Figure 1. The clock network (run 1).
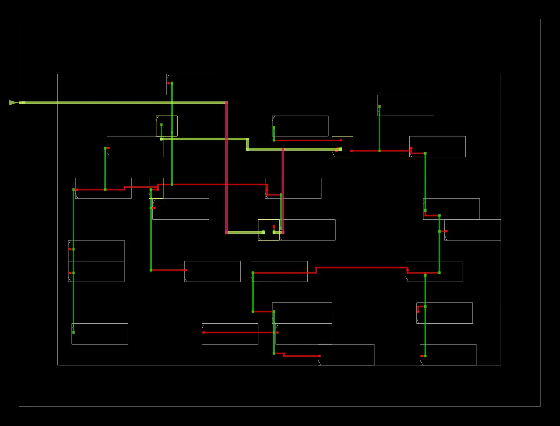
Figure 2. Metal 1 (run 1).
Supply wires on this layer in grey.
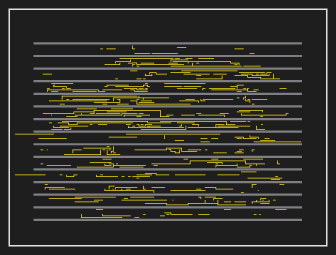
Figure 3. Port wiring (run 1).
The bar under the picture is 20 um long.
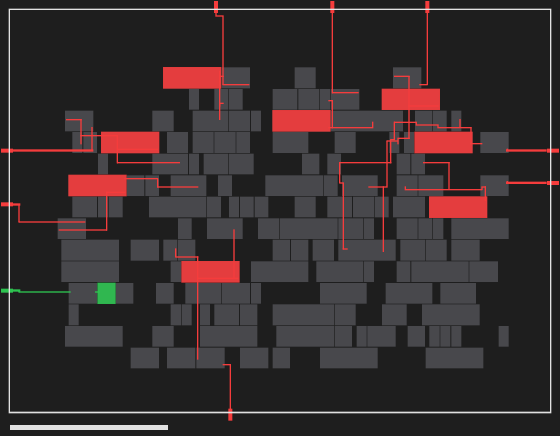
Figure 4. Routed metal, one colour a layer (run 1).
Only two layers are drawn.
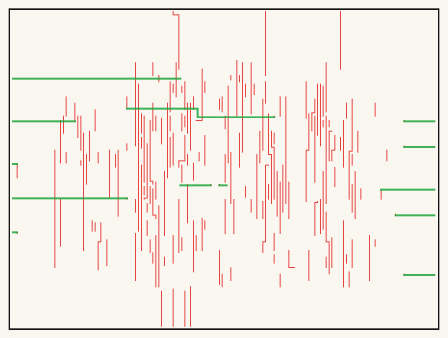
[src/rtl/quad_decoder_p_if.sv]
// Encoder-side pins and decoded outputs of quad_decoder_p, bundled for port use.
// The master side drives pins and clear; the slave (decoder) drives the results.
interface quad_decoder_p_if #(
    parameter int CNT_W = 8
) ();
    logic             rot_a;
    logic             rot_b;
    logic             clr;
    logic             step;
    logic             dir;
    logic [CNT_W-1:0] pos;
    logic             sat;
    logic             err;

    modport master (
        output rot_a, rot_b, clr,
        input  step, dir, pos, sat, err
    );

    modport slave (
        input  rot_a, rot_b, clr,
        output step, dir, pos, sat, err
    );
endinterface

[src/rtl/quad_decoder_p.sv]
// Quadrature encoder decoder: 2-FF synchronisers, per-channel debounce, x1/x2/x4
// resolution, signed position counter (wrap or saturate) and illegal-transition flag.
module quad_decoder_p #(
    parameter int CNT_W    = 8,
    parameter int FILT_CYC = 4,
    parameter int RES      = 4,
    parameter int WRAP     = 1
) (
    input  logic            clk,
    input  logic            rst,
    quad_decoder_p_if.slave bus
);
    localparam int FW    = (FILT_CYC > 1) ? $clog2(FILT_CYC) : 1;
    localparam int RES_E = (RES == 1 || RES == 2) ? RES : 4;
    localparam logic [FW-1:0]    FILT_LAST = FW'(FILT_CYC - 1);
    localparam logic [CNT_W-1:0] POS_MAX   = {1'b0, {(CNT_W-1){1'b1}}};
    localparam logic [CNT_W-1:0] POS_MIN   = {1'b1, {(CNT_W-1){1'b0}}};

    // Channel vectors are packed as {A, B}.
    logic [1:0]          r_sync1, r_sync2, r_filt, r_prev;
    logic [1:0][FW-1:0]  r_fcnt;
    logic                r_step, r_dir, r_sat, r_err;
    logic [CNT_W-1:0]    r_pos;

    logic [1:0]          w_cw_succ;
    logic                w_chg, w_err, w_cw, w_legal, w_count;
    logic [CNT_W-1:0]    w_pos_nxt;
    logic                w_sat_nxt;

    // NOTE: all state uses non-blocking assignments so every register samples
    // the pre-edge values; reset is synchronous and wins over every other input.
    always_ff @(posedge clk) begin
        if (rst) begin
            r_sync1 <= '0;
            r_sync2 <= '0;
            r_filt  <= '0;
            r_fcnt  <= '0;
        end else begin
            r_sync1 <= {bus.rot_a, bus.rot_b};
            r_sync2 <= r_sync1;
            for (int i = 0; i < 2; i++) begin
                if (r_sync2[i] == r_filt[i]) begin
                    r_fcnt[i] <= '0;
                end else if (r_fcnt[i] == FILT_LAST) begin
                    r_filt[i] <= r_sync2[i];
                    r_fcnt[i] <= '0;
                end else begin
                    r_fcnt[i] <= r_fcnt[i] + FW'(1);
                end
            end
        end
    end

    // Clockwise successor of the previous Gray state: 00 -> 10 -> 11 -> 01 -> 00.
    always_comb begin
        case (r_prev)
            2'b00:   w_cw_succ = 2'b10;
            2'b10:   w_cw_succ = 2'b11;
            2'b11:   w_cw_succ = 2'b01;
            default: w_cw_succ = 2'b00;
        endcase
    end

    assign w_chg   = (r_filt != r_prev);
    assign w_err   = (r_filt == ~r_prev);
    assign w_cw    = w_chg && (r_filt == w_cw_succ);
    assign w_legal = w_chg && !w_err;

    // NOTE: every combinational output gets a default first so no latch is inferred.
    always_comb begin
        w_count = w_legal;
        if (RES_E == 2) begin
            w_count = w_legal && (r_filt[1] != r_prev[1]);
        end else if (RES_E == 1) begin
            w_count = w_legal && (r_filt == 2'b00);
        end
    end

    always_comb begin
        w_pos_nxt = r_pos;
        w_sat_nxt = r_sat;
        if (w_count) begin
            if (w_cw) begin
                if (WRAP == 0 && r_pos == POS_MAX) begin
                    w_sat_nxt = 1'b1;
                end else begin
                    w_pos_nxt = r_pos + CNT_W'(1);
                    w_sat_nxt = 1'b0;
                end
            end else begin
                if (WRAP == 0 && r_pos == POS_MIN) begin
                    w_sat_nxt = 1'b1;
                end else begin
                    w_pos_nxt = r_pos - CNT_W'(1);
                    w_sat_nxt = 1'b0;
                end
            end
        end
        // A clear overrides any count landing on the same edge.
        if (bus.clr) begin
            w_pos_nxt = '0;
            w_sat_nxt = 1'b0;
        end
    end

    always_ff @(posedge clk) begin
        if (rst) begin
            r_prev <= '0;
            r_step <= 1'b0;
            r_dir  <= 1'b0;
            r_err  <= 1'b0;
            r_sat  <= 1'b0;
            r_pos  <= '0;
        end else begin
            r_prev <= r_filt;
            r_step <= w_count;
            r_err  <= w_err;
            r_sat  <= w_sat_nxt;
            r_pos  <= w_pos_nxt;
            if (w_count) begin
                r_dir <= w_cw;
            end
        end
    end

    assign bus.step = r_step;
    assign bus.dir  = r_dir;
    assign bus.pos  = r_pos;
    assign bus.sat  = r_sat;
    assign bus.err  = r_err;
endmodule
[src/flat_wrapper.sv]
// flat-port wrapper written by rule: the top's interface ports become plain ports
module quad_decoder_p_flat 
#(
    parameter int CNT_W    = 8,
    parameter int FILT_CYC = 4,
    parameter int RES      = 4,
    parameter int WRAP     = 1
)
  (clk, rst, bus_rot_a, bus_rot_b, bus_clr, bus_step, bus_dir, bus_pos, bus_sat, bus_err);
  quad_decoder_p_if #(.CNT_W(CNT_W)) bus_i ();
  input  logic clk;
  input  logic rst;
  input wire logic [$bits(bus_i.rot_a)-1:0] bus_rot_a;
  input wire logic [$bits(bus_i.rot_b)-1:0] bus_rot_b;
  input wire logic [$bits(bus_i.clr)-1:0] bus_clr;
  output wire logic [$bits(bus_i.step)-1:0] bus_step;
  output wire logic [$bits(bus_i.dir)-1:0] bus_dir;
  output wire logic [$bits(bus_i.pos)-1:0] bus_pos;
  output wire logic [$bits(bus_i.sat)-1:0] bus_sat;
  output wire logic [$bits(bus_i.err)-1:0] bus_err;
  assign bus_i.rot_a = bus_rot_a;
  assign bus_i.rot_b = bus_rot_b;
  assign bus_i.clr = bus_clr;
  assign bus_step = bus_i.step;
  assign bus_dir = bus_i.dir;
  assign bus_pos = bus_i.pos;
  assign bus_sat = bus_i.sat;
  assign bus_err = bus_i.err;
  quad_decoder_p #(.CNT_W(CNT_W), .FILT_CYC(FILT_CYC), .RES(RES), .WRAP(WRAP)) u_core (.clk(clk), .rst(rst), .bus(bus_i));
endmodule
[config.mk]
export PLATFORM = sky130hd
export DESIGN_NAME = quad_decoder_p_flat
export DESIGN_NICKNAME = d
export VERILOG_FILES = /design/src/rtl/quad_decoder_p_if.sv /design/src/rtl/quad_decoder_p.sv /design/src/flat_wrapper.sv
export SDC_FILE = /design/constraint.sdc
export NUM_CORES = 1
export LEC_CHECK = 0
export CORE_ASPECT_RATIO = 0.7
export CORE_MARGIN = 5
export CORE_UTILIZATION = 46
export CTS_CLUSTER_SIZE = 16
export DETAILED_ROUTE_END_ITERATION = 6
export PLACE_DENSITY_LB_ADDON = 0.12
export SYNTH_ARGS = -nofsm -noshare
export SYNTH_HDL_FRONTEND = slang
export SYNTH_SLANG_ARGS = --single-unit
[constraint.sdc]
create_clock -name clk -period 2.5 [get_ports clk]
set_clock_uncertainty 0.2 [all_clocks]
set_input_delay 0.25 -clock clk [delete_from_list [all_inputs] [get_ports clk]]
set_output_delay 0.25 -clock clk [all_outputs]
set_load 0.05 [all_outputs]
==> results.sh, run 1 <==
# yosys + openroad results
export IMPL_simple_gate_share_pct=20.1
export IMPL_buffer_area_share_pct=14.8
export IMPL_yosysSeqAreaShare_pct=42.3
export IMPL_final_layout_top_logic_cell="sky130_fd_sc_hd__dfxtp_1"
export IMPL_post_layout_nonfiller_instances=171
export IMPL_finish_utilization_pct=62.0
export IMPL_worst_slew_pin_transition_ns=0.502
export IMPL_logic_gates=87
export IMPL_seq_area_share_pct=33.8
export IMPL_cts_tree="done"
export IMPL_antenna_violating_nets_remaining=0
export IMPL_timing_critical_path_from_type="flip-flop"
export IMPL_setup_tns_final_ns=0
export IMPL_drtPass1Iterations=4
export IMPL_ys_sh_aoi_pct=11.9
export IMPL_global_route_met1_usage_pct=18.6
export IMPL_placedInstanceArea_um2=1320
export IMPL_yosys_area_top_type_share_pct=42.3
export IMPL_critical_path_peak_fanout=7
export IMPL_worst_path_clk_slew_ns=0.13
export IMPL_core_area_um2=2210
export IMPL_yosys_stat_chipArea_um2=1090
export IMPL_vias_per_cell=4.96
export IMPL_crit_path_end="u_core.bus.pos[7]$_SDFFE_PP0P_"
export IMPL_r2r_end="u_core.bus.pos[7]$_SDFFE_PP0P_"
export IMPL_post_cts_setup_buffers=0
export IMPL_syn_instance_count=116
export IMPL_synth_warning_count=0
export IMPL_register_area_um2=462
export IMPL_synthDominantAreaCellType="sky130_fd_sc_hd__dfxtp_1"
export IMPL_cp_required_ns=2.57
export IMPL_timing_final_setup_violations=0
export IMPL_layout_top_cells="sky130_fd_sc_hd__dfxtp_1, sky130_fd_sc_hd__nor2_1, sky130_fd_sc_hd__clkdlybuf4s50_1"
export IMPL_floorplan_nets=130
export IMPL_crit_family="simple AND/OR/NAND/NOR gates"
export IMPL_routed_wl_met3_um=116
export IMPL_design_area_um2=1370
export IMPL_via_count=848
export IMPL_reported_net_switching_power_uw=127
export IMPL_timing_critical_path_buf_inv=1
export IMPL_sequential_cell_total=23
export IMPL_fp_dieH_um=50.7
export IMPL_slew_violations=0
export IMPL_ff_latch_count_synth=23
export IMPL_area_growth_pct=25.5
export IMPL_rsz0062_at_grt="yes"
export IMPL_num_fill_cells=204
export IMPL_chip_area_um2=3460
export IMPL_globalRouteMet2Util_pct=21.4
export IMPL_fp_util_pct=49.4
export IMPL_layout_drive_gt1_share_pct=15.8
export IMPL_worst_path_most_repeated_cell="sky130_fd_sc_hd__a21oi_2"
export IMPL_maximum_number_of_pins_on_one_net_before_global_route_repair=15
export IMPL_synth_stat_cells=116
export IMPL_rr_worst_depth=9
export IMPL_root_buffer="sky130_fd_sc_hd__clkbuf_4"
export IMPL_dpl_worst_slack_ns=0.00572
export IMPL_global_route_usage_total_pct=14.4
export IMPL_vdd_ir_drop_max_mv=0.295
export IMPL_dp_cells=167
export IMPL_place_detailed_hpwl_mm=1.62
export IMPL_outcome="completed"
export IMPL_cts_htree_levels=1
export IMPL_dr_max_layer_used="met4"
export IMPL_slowest_delay_ns=0.42
export IMPL_pwr_group_combinational_uw=22.7
export IMPL_worstSetupPathDepth=9
export IMPL_finalPower_uw=568
export IMPL_avgSynthCellArea_um2=9.39
export IMPL_launching_element_of_the_worst_setup_path="u_core.r_prev[0]$_SDFF_PP0_"
export IMPL_wl_met1_mm=1.04
export IMPL_clock_buffers=3
export IMPL_dominant_power_group="sequential cells"
export IMPL_powerSeq_uw=372
export IMPL_place_congestion=0.830
export IMPL_critical_path_cell_by_cell="xnor2_1, nor2_1, inv_2, ha_1, a21oi_2, o21ai_1, or4_4, a21o_1, a21oi_2"
export IMPL_type_of_the_setup_path_with_the_least_slack="reg2reg"
export IMPL_relSlewSlack_pct=66.4
export IMPL_grt_overflow_total=0
export IMPL_power_static_leakage_uw=0.000521
export IMPL_grt_antenna_before_repair=0
export IMPL_crit_slowest_cell="sky130_fd_sc_hd__or4_4"
export IMPL_end_kind="flip-flop"
export IMPL_synthTopCellsByArea="sky130_fd_sc_hd__dfxtp_1, sky130_fd_sc_hd__ha_1, sky130_fd_sc_hd__nor2_1, sky130_fd_sc_hd__xnor2_2, sky130_fd_sc_hd__xnor2_1"
export IMPL_ctsHoldBuffers=0
export IMPL_r2r_setup_slack_ns=0.08
export IMPL_clock_cell_area_share_pct=2.01
export IMPL_syn_cell_area_um2=1090
export IMPL_timing_hold_worst_class="reg2reg"
export IMPL_power_combinational_fraction_pct=4.0
export IMPL_synth_lib_cells_used_distinct=30
export IMPL_fin_crit_sh_pct=96.8
export IMPL_number_of_buffers_added_by_the_clock_tree_synthesis_step=3
export IMPL_clock_net_power_uw=174
export IMPL_stage_log_warnings=27
export IMPL_max_freq_ghz=0.413
export IMPL_timing_hold_ws_ns=0.231
export IMPL_grt_busiest_layer="met2"
export IMPL_drt_first_iter_violations=18
export IMPL_met3_demand_to_capacity_share_in_global_routing_pct=6.25
export IMPL_dominant_cell_class="multi-input combinational cells"
export IMPL_hold_violations=0
export IMPL_totalWireLength_mm=2.10
export IMPL_worst_ep_arrival_time_ns=2.49
export IMPL_final_net_count=154
export IMPL_ys_sh_mux_pct=1.84
export IMPL_antenna_cells_inserted=0
export IMPL_std_cell_rows=14
export IMPL_post_synth_xor_area_fraction_pct=10.1
export IMPL_fa_ha_area_share_pct=11.0
export IMPL_power_per_cell_area_nw_per_um2=416
-- Figure 1 (at the start) --
clk sink count: 23
Skew-Pair Late Insertion Delay: 0.32 ns

-- Figure 2 (at the start) --
longest straight run	20.2 um
nets with wire on the layer	140
share of all routed wire	49%
main direction	horizontal
wire length on this layer	1,040 um

-- Figure 3 (at the start) --
colour	port	bits	direction	end cells	buffers	wire
green	bus_rot_b	1	input	1	1	7.80 um
red	bus_pos	8	output	8	8	262 um
number of primary I/O pins: 17
Buffers on Ports: 15

-- Figure 4 (at the start) --
colour	layer	wire length
red	metal 2	917 um
green	metal 3	116 um

==> run 1: state kept, by name (all words and copies together), names as in the netlist <==
name             cells
u_core.r_sync1       2
u_core.r_sync2       2
u_core.bus.dir       1
u_core.bus.step      1
u_core.bus.err       1
u_core.bus.pos       8
u_core.r_filt        2
u_core.r_fcnt        4
u_core.r_prev        2
==> run 1: worst min-delay path by stage <==
stage	startpoint	endpoint	cells after the start
2_1_floorplan	rst	u_core.r_sync1[1]$_SDFF_PP0_	1
3_3_place_gp	u_core.r_fcnt[2]$_SDFF_PP0_	u_core.r_fcnt[2]$_SDFF_PP0_	1
3_5_place_dp	u_core.r_fcnt[0]$_SDFF_PP0_	u_core.r_fcnt[0]$_SDFF_PP0_	1
4_1_cts	u_core.r_fcnt[0]$_SDFF_PP0_	u_core.r_fcnt[0]$_SDFF_PP0_	1
5_1_grt	u_core.r_fcnt[0]$_SDFF_PP0_	u_core.r_fcnt[0]$_SDFF_PP0_	1
6_report	u_core.r_fcnt[2]$_SDFF_PP0_	u_core.r_fcnt[2]$_SDFF_PP0_	1
==> run 1: synth_stat cells, drive strengths merged <==
| cell | count |
|---|---|
| nand2 | 6 |
| a21o | 2 |
| nor3 | 4 |
| buf | 2 |
| nor2 | 15 |
| a211oi | 4 |
| o21ai | 4 |
| nand3 | 4 |
| inv | 3 |
| o21bai | 1 |
| clkbuf | 1 |
| a21oi | 9 |
| or2 | 1 |
| or3 | 2 |
| xnor2 | 8 |
| conb | 1 |
| xor2 | 2 |
| fa | 1 |
| a2111oi | 1 |
| and2 | 3 |
| or4 | 2 |
| nor2b | 6 |
| ha | 8 |
| nand4 | 1 |
| dfxtp | 23 |
| mux2i | 2 |
Figure 5. Close-up of the layout (run 1).
The bar under the picture is 10 um long. Region (19, 10) to (49, 40) um. Cells in grey, sequential cells in the stronger grey; small squares are vias.
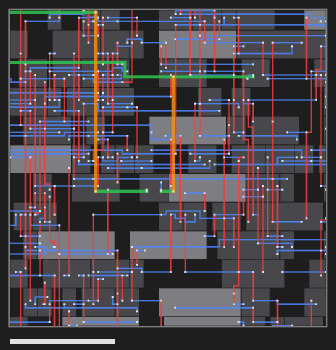

==> run 1 -> run 2 <==
--- a/config.mk
+++ b/config.mk
@@ -5,11 +5,12 @@
 export SDC_FILE = /design/constraint.sdc
 export NUM_CORES = 1
 export LEC_CHECK = 0
-export CORE_ASPECT_RATIO = 0.7
+export CORE_ASPECT_RATIO = 1.5
 export CORE_MARGIN = 5
 export CORE_UTILIZATION = 46
 export CTS_CLUSTER_SIZE = 16
 export DETAILED_ROUTE_END_ITERATION = 6
+export GPL_ROUTABILITY_DRIVEN = 0
 export PLACE_DENSITY_LB_ADDON = 0.12
 export SYNTH_ARGS = -nofsm -noshare
 export SYNTH_HDL_FRONTEND = slang
Figure 6. Close-up of the layout (run 2).
The bar under the picture is 10 um long. Region (10, 20) to (40, 50) um. Cells in grey, sequential cells in the stronger grey; small squares are vias.
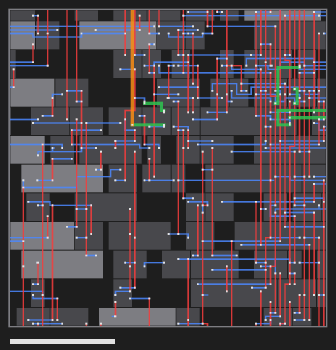
colour	layer
orange	metal 4
red	metal 2
blue	metal 1
green	metal 3
most frequent	xnor2_1 (5), ha_4 (5), buf_4 (5)
cells with their middle in the window	65
sequential cells in the window	6
netlist names of flops here include	u_core.r_prev (2)

Figure 7. Metal 1 (run 2).
Supply wires on this layer in grey.
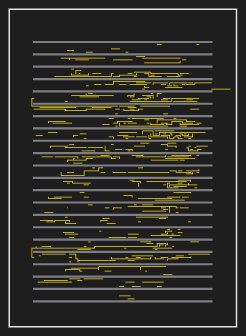
wire length on this layer	847 um
longest straight run	18.9 um
Global Route met1 Usage: 13.8%
DRT Wirelength: 2.09 mm
vias after detailed routing: 892

Figure 8. Port wiring (run 2).
The bar under the picture is 10 um long.
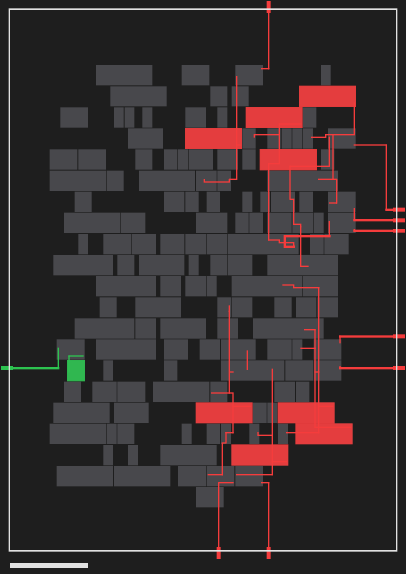
colour	port	bits	direction	end cells	buffers	wire
green	bus_rot_b	1	input	1	1	12.2 um
red	bus_pos	8	output	8	8	274 um

==> run 2 against run 1 <==
Net effect: clock power down 4%; wire length down 0.43%; register-to-register slack better by 0.02 ns; hold slack worse by 0.0033 ns; final cell count down 5.8%; utilization up 0.61 points; worst setup slack better by 0.018 ns; die size up 0.12%; design area up 3.4%; largest cell class unchanged.
==> results.sh, run 2 <==
# yosys + openroad results
export IMPL_cts_htree_levels=1
export IMPL_fp_dieW_um=49.7
export IMPL_num_nonclk_inverters=3
export IMPL_yosysSeqAreaShare_pct=42.3
export IMPL_maximum_number_of_pins_on_one_net_before_global_route_repair=15
export IMPL_synthTopCellsByArea="sky130_fd_sc_hd__dfxtp_1, sky130_fd_sc_hd__ha_1, sky130_fd_sc_hd__nor2_1, sky130_fd_sc_hd__xnor2_2, sky130_fd_sc_hd__xnor2_1"
export IMPL_register_area_um2=465
export IMPL_routed_wl_met3_um=99
export IMPL_timing_final_setup_violations=0
export IMPL_synth_lib_cells_used_distinct=30
export IMPL_clock_net_power_uw=167
export IMPL_num_fill_cells=206
export IMPL_place_detailed_hpwl_mm=1.61
export IMPL_clock_buffers=3
export IMPL_stage_log_warnings=26
export IMPL_core_area_um2=2260
export IMPL_timing_hold_worst_class="reg2reg"
export IMPL_fp_util_pct=48.2
export IMPL_post_cts_setup_buffers=0
export IMPL_worst_slew_pin_transition_ns=0.501
export IMPL_r2r_setup_slack_ns=0.1
export IMPL_hold_violations=0
export IMPL_fin_crit_sh_pct=96.1
export IMPL_number_of_buffers_added_by_the_clock_tree_synthesis_step=3
export IMPL_power_static_leakage_uw=0.000524
export IMPL_crit_family="AND-OR/OR-AND gates"
export IMPL_yosys_stat_chipArea_um2=1090
export IMPL_sequential_cell_total=23
export IMPL_dp_cells=157
export IMPL_port_buffers=15
export IMPL_common_cells="sky130_fd_sc_hd__dfxtp_1, sky130_fd_sc_hd__nor2_1, sky130_fd_sc_hd__a21oi_1, sky130_fd_sc_hd__ha_1"
export IMPL_floorplan_io_pins=17
export IMPL_std_cell_rows=21
export IMPL_timing_hold_ws_ns=0.228
export IMPL_clk_sink_count=23
export IMPL_outcome="completed"
export IMPL_worst_ep_arrival_time_ns=2.45
export IMPL_vias_per_cell=5.54
export IMPL_post_route_drc=0
export IMPL_edf_count=0
export IMPL_grt_pass1_wl_mm=3.55
export IMPL_grt_antenna_before_repair=0
export IMPL_clk_insertion_delay_late_ns=0.30
export IMPL_pwr_group_combinational_uw=22.7
export IMPL_well_tap_count=23
export IMPL_globalRouteMet2Util_pct=21.8
export IMPL_design_area_um2=1410
export IMPL_drt_first_iter_violations=21
export IMPL_avgSynthCellArea_um2=9.39
export IMPL_vdd_ir_drop_max_mv=0.341
export IMPL_fp_dieH_um=69.6
export IMPL_type_of_the_setup_path_with_the_least_slack="reg2reg"
export IMPL_power_per_cell_area_nw_per_um2=397
export IMPL_synth_warning_count=0
export IMPL_critical_path_cell_by_cell="xnor2_1, nor2_1, inv_2, ha_4, a21oi_2, o21ai_0, or4_4, a21o_1, a21oi_2"
export IMPL_chip_area_um2=3460
export IMPL_global_route_usage_total_pct=12.5
export IMPL_cts_repair_resize_count=0
export IMPL_timing_critical_path_from_type="flip-flop"
export IMPL_top_cell="sky130_fd_sc_hd__dfxtp_1"
export IMPL_synth_async_reset_ratio_pct=0
export IMPL_ff_latch_count_synth=23
export IMPL_finish_utilization_pct=62.6
export IMPL_slowest_delay_ns=0.43
export IMPL_root_buffer="sky130_fd_sc_hd__clkbuf_4"
export IMPL_cts_tree="done"
export IMPL_logic_gates=87
export IMPL_synthDominantAreaCellType="sky130_fd_sc_hd__dfxtp_1"
export IMPL_area_growth_pct=29.7
export IMPL_powerSeq_uw=372
export IMPL_syn_cell_area_um2=1090
export IMPL_timing_critical_path_buf_inv=1
export IMPL_reported_net_switching_power_uw=121
export IMPL_ctsHoldBuffers=0
export IMPL_worst_path_most_repeated_cell="sky130_fd_sc_hd__a21oi_2"
export IMPL_antenna_violating_nets_remaining=0
export IMPL_placedInstanceArea_um2=1300
export IMPL_synth_stat_cells=116
export IMPL_final_net_count=153
export IMPL_dominant_cell_class="multi-input combinational cells"
export IMPL_power_combinational_fraction_pct=4.0
export IMPL_drtPass1Iterations=6
export IMPL_cp_required_ns=2.54
export IMPL_end_kind="flip-flop"
export IMPL_worst_path_clk_slew_ns=0.12
export IMPL_power_share_clock_pct=29.7
export IMPL_wl_met1_um=846
export IMPL_finalPower_uw=561
export IMPL_post_layout_nonfiller_instances=161
export IMPL_num_nonclk_buffers=21
export IMPL_relSlewSlack_pct=66.5
export IMPL_antenna_cells_inserted=0
export IMPL_largest_register_ffs=8
export IMPL_yosys_area_top_type_share_pct=42.3
export IMPL_seq_area_share_pct=32.9
export IMPL_ff_type="sky130_fd_sc_hd__dfxtp_1"
export IMPL_layout_drive_gt1_share_pct=22.5
export IMPL_seq_power_share_pct=66.3
export IMPL_grt_busiest_layer="met2"
export IMPL_crit_slowest_cell="sky130_fd_sc_hd__or4_4"
export IMPL_buffer_area_share_pct=13.8
export IMPL_critical_path_peak_fanout=7
export IMPL_netSwitchingFraction_pct=21.5
export IMPL_syn_instance_count=116
export IMPL_clock_cell_area_share_pct=1.95
export IMPL_grt_overflow_total=0
export IMPL_max_freq_ghz=0.416
export IMPL_dominant_power_group="sequential cells"
export IMPL_met3_demand_to_capacity_share_in_global_routing_pct=3.23
export IMPL_first_global_vias=867
export IMPL_final_layout_top_logic_cell="sky130_fd_sc_hd__dfxtp_1"
export IMPL_dr_max_layer_used="met4"
export IMPL_floorplan_nets=130
export IMPL_slew_violations=0
export IMPL_layout_top_cells="sky130_fd_sc_hd__dfxtp_1, sky130_fd_sc_hd__nor2_1, sky130_fd_sc_hd__clkdlybuf4s50_1"
-- run 2: worst register-to-register path, delay by kind of cell, from the launching register on --
family                   cells  cell delay (ns)
AND-OR/OR-AND                4             0.61
AND/OR/NAND/NOR              2             0.51
flip-flops                   1             0.37
adder cells (fa/ha/maj)      1             0.26
buffers and inverters        1             0.21
XOR/XNOR                     1             0.18
-- run 2: per-stage QoR --
| step | setup WS, ns | setup TNS, ns |
|---|---|---|
| 6_report | 0.0969 | 0 |
| 2_1_floorplan | 0.0268 | 0 |
| 4_1_cts | 0.0579 | 0 |
| 3_5_place_dp | 0.100 | 0 |
| 5_1_grt | -0.0309 | -0.0466 |
| 3_3_place_gp | 0.111 | 0 |
-- run 2: final timing paths --
path / start / to / cells after the start
worst max-delay path: u_core.r_filt[1]$_SDFFE_PP0P_ / u_core.bus.pos[7]$_SDFFE_PP0P_ / 9
worst min-delay path: u_core.r_fcnt[2]$_SDFF_PP0_ / u_core.r_fcnt[2]$_SDFF_PP0_ / 1
worst max register to register: u_core.r_filt[1]$_SDFFE_PP0P_ / u_core.bus.pos[7]$_SDFFE_PP0P_ / 9
worst min register to register: u_core.r_fcnt[2]$_SDFF_PP0_ / u_core.r_fcnt[2]$_SDFF_PP0_ / 1
-- run 2: kinds of logic (layout without fill, tap and decap cells) --
family          count (synthesis)  in the layout  share of synthesized area (%)
simple gates                   44             44                           20.1
fa+ha+maj                       9              9                           11.0
compound gates                 21             21                           11.9
buf+inv                         6             28                           2.41
mux                             2              2                           1.84
xor+xnor                       10             10                           10.1
flops                          23             23                           42.3
other cells                     1              1                          0.344
Power figures rest on the tool's default switching activity, not on a simulated workload.
